--- src/rtl/g11620_scan_sched_pkg.sv ---
// Shared definitions for the G11620 scan scheduler.
// Contents: config-RAM register addresses, CTRL bit positions, and a CTRL decode helper.
package g11620_scan_sched_pkg;

    localparam logic [7:0] G11620_CTRL_R_ADDR  = 8'd0;
    localparam logic [7:0] G11620_INTEG_R_ADDR = 8'd1;
    localparam logic [7:0] G11620_STP_R_ADDR   = 8'd2;
    localparam logic [7:0] G11620_SCAN_R_ADDR  = 8'd4;

    localparam int unsigned G11620_CTRL_EN_BIT   = 0;
    localparam int unsigned G11620_CTRL_CONT_BIT = 1;

    typedef struct packed {
        logic en;
        logic cont;
    } ctrl_t;

    function automatic ctrl_t ctrl_decode(input logic [31:0] word);
        ctrl_t c;
        c.en   = word[G11620_CTRL_EN_BIT];
        c.cont = word[G11620_CTRL_CONT_BIT];
        return c;
    endfunction

endpackage

--- src/rtl/g11620_cfg_rd.sv ---
// One-shot config-RAM reader.
// Ports: clk/rst_n clock and async active-low reset; i_start launches a read of i_addr;
//        i_clr drops any read in flight; o_rd/o_addr drive the RAM for one cycle;
//        i_din is sampled RAM_LAT cycles after o_rd and returned on o_data with a 1-cycle o_valid.
module g11620_cfg_rd #(
    parameter int unsigned RAM_LAT = 1
) (
    input  logic        clk,
    input  logic        rst_n,
    input  logic        i_start,
    input  logic        i_clr,
    input  logic [7:0]  i_addr,
    input  logic [31:0] i_din,
    output logic        o_rd,
    output logic [7:0]  o_addr,
    output logic [31:0] o_data,
    output logic        o_valid
);

    localparam int unsigned LatW = $clog2(RAM_LAT + 1);
    localparam logic [LatW-1:0] LatMax = LatW'(RAM_LAT);
    localparam logic [LatW-1:0] LatOne = LatW'(1);

    logic            r_rd;
    logic [7:0]      r_addr;
    logic            r_pend;
    logic [LatW-1:0] r_lat;
    logic [31:0]     r_data;
    logic            r_valid;

    always_ff @(posedge clk or negedge rst_n) begin
        if (!rst_n) begin
            r_rd    <= 1'b0;
            r_addr  <= 8'd0;
            r_pend  <= 1'b0;
            r_lat   <= '0;
            r_data  <= 32'd0;
            r_valid <= 1'b0;
        end else begin
            r_valid <= 1'b0;
            // A new request outranks a clear so a trigger accepted in IDLE still launches.
            if (i_start) begin
                r_rd   <= 1'b1;
                r_addr <= i_addr;
                r_pend <= 1'b0;
            end else if (i_clr) begin
                r_rd   <= 1'b0;
                r_pend <= 1'b0;
            end else begin
                r_rd <= 1'b0;
                if (r_rd) begin
                    r_pend <= 1'b1;
                    r_lat  <= LatOne;
                end else if (r_pend) begin
                    if (r_lat == LatMax) begin
                        r_data  <= i_din;
                        r_valid <= 1'b1;
                        r_pend  <= 1'b0;
                    end else begin
                        r_lat <= r_lat + LatOne;
                    end
                end
            end
        end
    end

    assign o_rd    = r_rd;
    assign o_addr  = r_addr;
    assign o_data  = r_data;
    assign o_valid = r_valid;

endmodule

--- src/rtl/g11620_scan_sched.sv ---
// G11620 scan scheduler: on a host trigger loads CTRL/SCAN/STP from config RAM, issues one
// sensor start per scan, waits for sensor done (with optional timeout), spaces scans by STP.
// Ports: clk, rst_n (async active-low); trig_in (rising edge), abort_in (level);
//        sns_start_o / sns_soft_rst_o pulses and sns_done_i (rising edge) to/from sensor ctrl;
//        sns_ram_rd_i/sns_ram_addr_i forwarded (registered) to cfg_ram_rd_o/cfg_ram_addr_o
//        except while loading; cfg_ram_din read data; busy_o, scan_cnt_o, run_done_o, err_o status.
module g11620_scan_sched
    import g11620_scan_sched_pkg::*;
#(
    parameter int unsigned RAM_LAT = 1,
    parameter logic [31:0] TIMEOUT = 32'd2000000,
    parameter int unsigned CNT_W   = 16
) (
    input  logic             clk,
    input  logic             rst_n,
    input  logic             trig_in,
    input  logic             abort_in,
    output logic             sns_start_o,
    output logic             sns_soft_rst_o,
    input  logic             sns_done_i,
    input  logic             sns_ram_rd_i,
    input  logic [7:0]       sns_ram_addr_i,
    output logic             cfg_ram_rd_o,
    output logic [7:0]       cfg_ram_addr_o,
    input  logic [31:0]      cfg_ram_din,
    output logic             busy_o,
    output logic [CNT_W-1:0] scan_cnt_o,
    output logic             run_done_o,
    output logic             err_o
);

    typedef enum logic [2:0] {
        StIdle, StLdCtrl, StLdScan, StLdStp, StStart, StWaitDone, StGap, StFinish
    } state_e;

    localparam logic [CNT_W-1:0] CntOne = {{(CNT_W-1){1'b0}}, 1'b1};

    state_e           r_state, w_state_nxt;
    logic             r_trig_d, r_done_d;
    logic             r_cont;
    logic [CNT_W-1:0] r_scan, r_cnt;
    logic [31:0]      r_stp, r_timer;
    logic             r_err, r_soft_rst;
    logic             r_sns_rd;
    logic [7:0]       r_sns_addr;

    logic             w_trig_rise, w_done_rise, w_in_ld, w_timer_stop, w_gap_end;
    logic             w_rd_start, w_accept, w_fail;
    logic [7:0]       w_rd_addr;
    logic             w_ld_rd, w_ld_valid;
    logic [7:0]       w_ld_addr;
    logic [31:0]      w_ld_data;
    logic [CNT_W:0]   w_cnt_inc;
    ctrl_t            w_ctrl;

    assign w_trig_rise  = trig_in & ~r_trig_d;
    assign w_done_rise  = sns_done_i & ~r_done_d;
    assign w_in_ld      = (r_state == StLdCtrl) || (r_state == StLdScan) || (r_state == StLdStp);
    assign w_cnt_inc    = {1'b0, r_cnt} + {{CNT_W{1'b0}}, 1'b1};
    assign w_ctrl       = ctrl_decode(w_ld_data);
    assign w_timer_stop = (r_timer == 32'hFFFF_FFFF) ||
                          ((TIMEOUT != 32'd0) && (r_timer == TIMEOUT));
    // Timer is cleared on GAP entry, so exiting at STP-1 gives STP gap cycles (min one).
    assign w_gap_end    = (r_stp == 32'd0) || (r_timer >= r_stp - 32'd1);

    g11620_cfg_rd #(
        .RAM_LAT (RAM_LAT)
    ) u_cfg_rd (
        .clk     (clk),
        .rst_n   (rst_n),
        .i_start (w_rd_start),
        .i_clr   (r_state == StIdle),
        .i_addr  (w_rd_addr),
        .i_din   (cfg_ram_din),
        .o_rd    (w_ld_rd),
        .o_addr  (w_ld_addr),
        .o_data  (w_ld_data),
        .o_valid (w_ld_valid)
    );

    always_ff @(posedge clk or negedge rst_n) begin
        if (!rst_n) r_state <= StIdle;
        else        r_state <= w_state_nxt;
    end

    always_comb begin
        w_state_nxt = r_state;
        w_rd_start  = 1'b0;
        w_rd_addr   = G11620_CTRL_R_ADDR;
        w_accept    = 1'b0;
        w_fail      = 1'b0;
        unique case (r_state)
            StIdle: begin
                if (w_trig_rise) begin
                    w_state_nxt = StLdCtrl;
                    w_accept    = 1'b1;
                    w_rd_start  = 1'b1;
                end
            end
            StLdCtrl: begin
                if (w_ld_valid) begin
                    if (w_ctrl.en) begin
                        w_state_nxt = StLdScan;
                        w_rd_start  = 1'b1;
                        w_rd_addr   = G11620_SCAN_R_ADDR;
                    end else begin
                        w_state_nxt = StFinish;
                    end
                end
            end
            StLdScan: begin
                if (w_ld_valid) begin
                    if ((w_ld_data == 32'd0) && !r_cont) begin
                        w_state_nxt = StFinish;
                    end else begin
                        w_state_nxt = StLdStp;
                        w_rd_start  = 1'b1;
                        w_rd_addr   = G11620_STP_R_ADDR;
                    end
                end
            end
            StLdStp: begin
                if (w_ld_valid) w_state_nxt = StStart;
            end
            StStart: w_state_nxt = StWaitDone;
            StWaitDone: begin
                // A done arriving on the timeout cycle still counts as a completed scan.
                if (w_done_rise) begin
                    w_state_nxt = (r_cont || (w_cnt_inc < {1'b0, r_scan})) ? StGap : StFinish;
                end else if ((TIMEOUT != 32'd0) && (r_timer == TIMEOUT)) begin
                    w_state_nxt = StIdle;
                    w_fail      = 1'b1;
                end
            end
            StGap: begin
                if (w_gap_end) w_state_nxt = StStart;
            end
            StFinish: w_state_nxt = StIdle;
            default:  w_state_nxt = StIdle;
        endcase
        if ((r_state != StIdle) && abort_in) begin
            w_state_nxt = StIdle;
            w_fail      = 1'b1;
            w_rd_start  = 1'b0;
        end
    end

    always_ff @(posedge clk or negedge rst_n) begin
        if (!rst_n) begin
            r_trig_d   <= 1'b0;
            r_done_d   <= 1'b0;
            r_cont     <= 1'b0;
            r_scan     <= '0;
            r_stp      <= 32'd0;
            r_timer    <= 32'd0;
            r_cnt      <= '0;
            r_err      <= 1'b0;
            r_soft_rst <= 1'b0;
            r_sns_rd   <= 1'b0;
            r_sns_addr <= 8'd0;
        end else begin
            r_trig_d   <= trig_in;
            r_done_d   <= sns_done_i;
            r_sns_rd   <= sns_ram_rd_i;
            r_sns_addr <= sns_ram_addr_i;
            r_soft_rst <= w_fail;

            if (w_accept) begin
                r_err <= 1'b0;
                r_cnt <= '0;
            end else if (w_fail) begin
                r_err <= 1'b1;
            end

            if (w_ld_valid && (r_state == StLdCtrl)) r_cont <= w_ctrl.cont;
            if (w_ld_valid && (r_state == StLdScan)) r_scan <= w_ld_data[CNT_W-1:0];
            if (w_ld_valid && (r_state == StLdStp))  r_stp  <= w_ld_data;

            if ((r_state == StWaitDone) && w_done_rise && !abort_in) begin
                r_cnt <= (&r_cnt) ? r_cnt : r_cnt + CntOne;
            end

            if (r_state == StStart) begin
                r_timer <= 32'd0;
            end else if (r_state == StWaitDone) begin
                if (w_done_rise)        r_timer <= 32'd0;
                else if (!w_timer_stop) r_timer <= r_timer + 32'd1;
            end else if (r_state == StGap) begin
                r_timer <= r_timer + 32'd1;
            end
        end
    end

    assign sns_start_o    = (r_state == StStart);
    assign sns_soft_rst_o = r_soft_rst;
    assign busy_o         = (r_state != StIdle);
    assign run_done_o     = (r_state == StFinish);
    assign err_o          = r_err;
    assign scan_cnt_o     = r_cnt;
    assign cfg_ram_rd_o   = w_in_ld ? w_ld_rd   : r_sns_rd;
    assign cfg_ram_addr_o = w_in_ld ? w_ld_addr : r_sns_addr;

endmodule
--- config.mk ---
export PLATFORM = sky130hd
export DESIGN_NAME = g11620_scan_sched
export DESIGN_NICKNAME = d
export VERILOG_FILES = /design/src/rtl/g11620_scan_sched_pkg.sv /design/src/rtl/g11620_cfg_rd.sv /design/src/rtl/g11620_scan_sched.sv
export SDC_FILE = /design/constraint.sdc
export NUM_CORES = 1
export LEC_CHECK = 0
export ABC_CLOCK_PERIOD_IN_PS = 4270
export CAP_MARGIN = 10
export CORE_MARGIN = 5
export CORE_UTILIZATION = 59
export DETAILED_ROUTE_END_ITERATION = 12
export PLACE_DENSITY = 0.92
export REMOVE_ABC_BUFFERS = 1
export SYNTH_ARGS = -nofsm -noshare
export SYNTH_HDL_FRONTEND = slang
export SYNTH_HIERARCHICAL = 1
export SYNTH_SLANG_ARGS = --single-unit
--- constraint.sdc ---
create_clock -name clk -period 4.27 [get_ports clk]
set_input_delay 0.854 -clock clk [delete_from_list [all_inputs] [get_ports clk]]
set_output_delay 0.854 -clock clk [all_outputs]
set_load 0.01 [all_outputs]
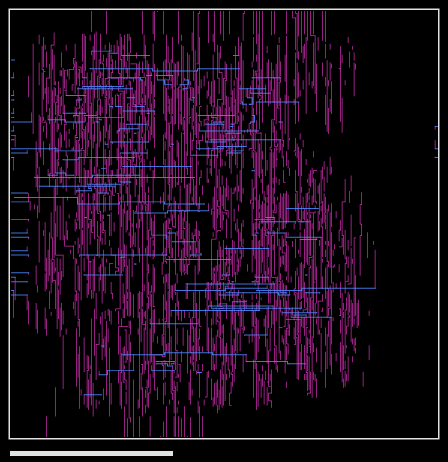
metal_stack.png
The bar under the picture is 50 um long. Two of the layers only.
layer	color	wire length
met2	magenta	10300 um
met3	blue	1230 um
final WL: 21000 um
Tot GR Track Use: 0.242
vias: 6949
wire per inst: 18.8 um

==> out/qor.yml <==
setup_violations: 0
yosys_warnings: 6
synthAoiAreaFrac: 0.0930
mostFrequentLayoutCells: "157 x dfrtp_1, 82 x mux2_2, 74 x clkdlybuf4s50_1"
edf_count: 0
required_ns: 4.59
top_area_frac: 0.453
final_common_cell: "dfrtp_1"
via_per_inst: 6.23
yosys.area_share.adder: 0.0747
ys_seq_frac: 0.453
postCtsResizedCells: 0
met1Wirelength_um: 8770
final_antenna_net_count: 0
power.density_nw_per_um2: 576
largest_area_cell: "dfrtp_1"
final_area_um2: 10200
met2_wirelength_um: 10300
numPortBuffers: 75
xor_share: 0.0636
cts.htree.levels: 4
slew_violations: 0
status: "completed"
ys_cells: 837
drt_first_pass_iters: 5
max_freq_ghz: 0.254
common_cells: "157 x dfrtp_1, 82 x mux2_2, 64 x nand2_1"
clk_pin_slew_ns: 0.06
core_um2: 14500
dp.cells: 1085
fin_util: 0.705
post-place-ws_ns: 0.477
hold_buffers: 0
top_layer: "met4"
hp-class: "reg2reg"
synthCells: 837
critPathKind: "reg2reg"
antenna_found_initial: 0
drv_cap: 0
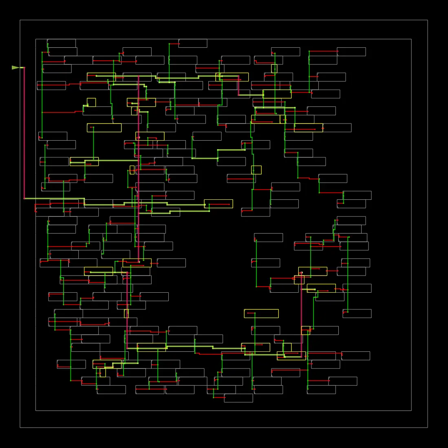
final_clocks.png
Worst Skew: 0.00549 ns
Flops: 157
clk ins delay skew pair: 0.43 ns
clk sinks: 157

==> final cells by class <==
class / count / share of cell area
Inverter: 28 / 0.0103
Clock buffer: 20 / 0.0428
Tap cell: 184 / 0.0226
Sequential cell: 157 / 0.385
Timing Repair Buffer: 84 / 0.0815
Clock inverter: 11 / 0.0118
Multi-Input combinational cell: 632 / 0.446
==> final timing paths <==
check / from / endpoint / slack [ns] / depth (start not counted)
worst max register to register: scan_cnt_o[6] / r_state[0] / 0.34 / 10
min in group asynchronous: rst_n / u_cfg_rd/o_data[22] / 0.51 / 1
worst min-delay path: err_o / err_o / 0.50 / 1
worst max-delay path: scan_cnt_o[6] / r_state[0] / 0.34 / 10
worst min register to register: err_o / err_o / 0.50 / 1
max in group asynchronous: rst_n / u_cfg_rd/o_addr[6] / 2.92 / 2
==> flip-flops by register name, summed over array words and instances (netlist names), 3 cells and up <==
signal	cells
r_state	3
u_cfg_rd/o_data	32
r_timer	32
r_stp	32
r_scan	16
scan_cnt_o	16
r_sns_addr	8
u_cfg_rd/o_addr	8
==> per-layer routing <==
| metal | global-route usage | vias up |
|---|---|---|
| met2 | 0.391 | 271 |
| met4 | 0.100 | 0 |
| met5 | 0 | - |
| met1 | 0.318 | 3424 |
| li1 | - | 3198 |
| met3 | 0.0539 | 56 |
==> critical path: stages (launching register included) <==
cell and delay (ns):
dfrtp_1 0.48, and3_1 0.27, nand4_1 0.28, nor3_1 0.54, and3_1 0.30, xor2_1 0.23
ha_1 0.30, a2111oi_1 0.72, o311ai_0 0.37, a21oi_1 0.23, mux2i_1 0.09
==> report_power, final <==
part           switching [W]  internal, W  total [W]
registers           0.000408      0.00182    0.00223
clock network       0.000605     0.000854    0.00146
logic                0.00113      0.00106    0.00218
total                0.00214      0.00373    0.00588
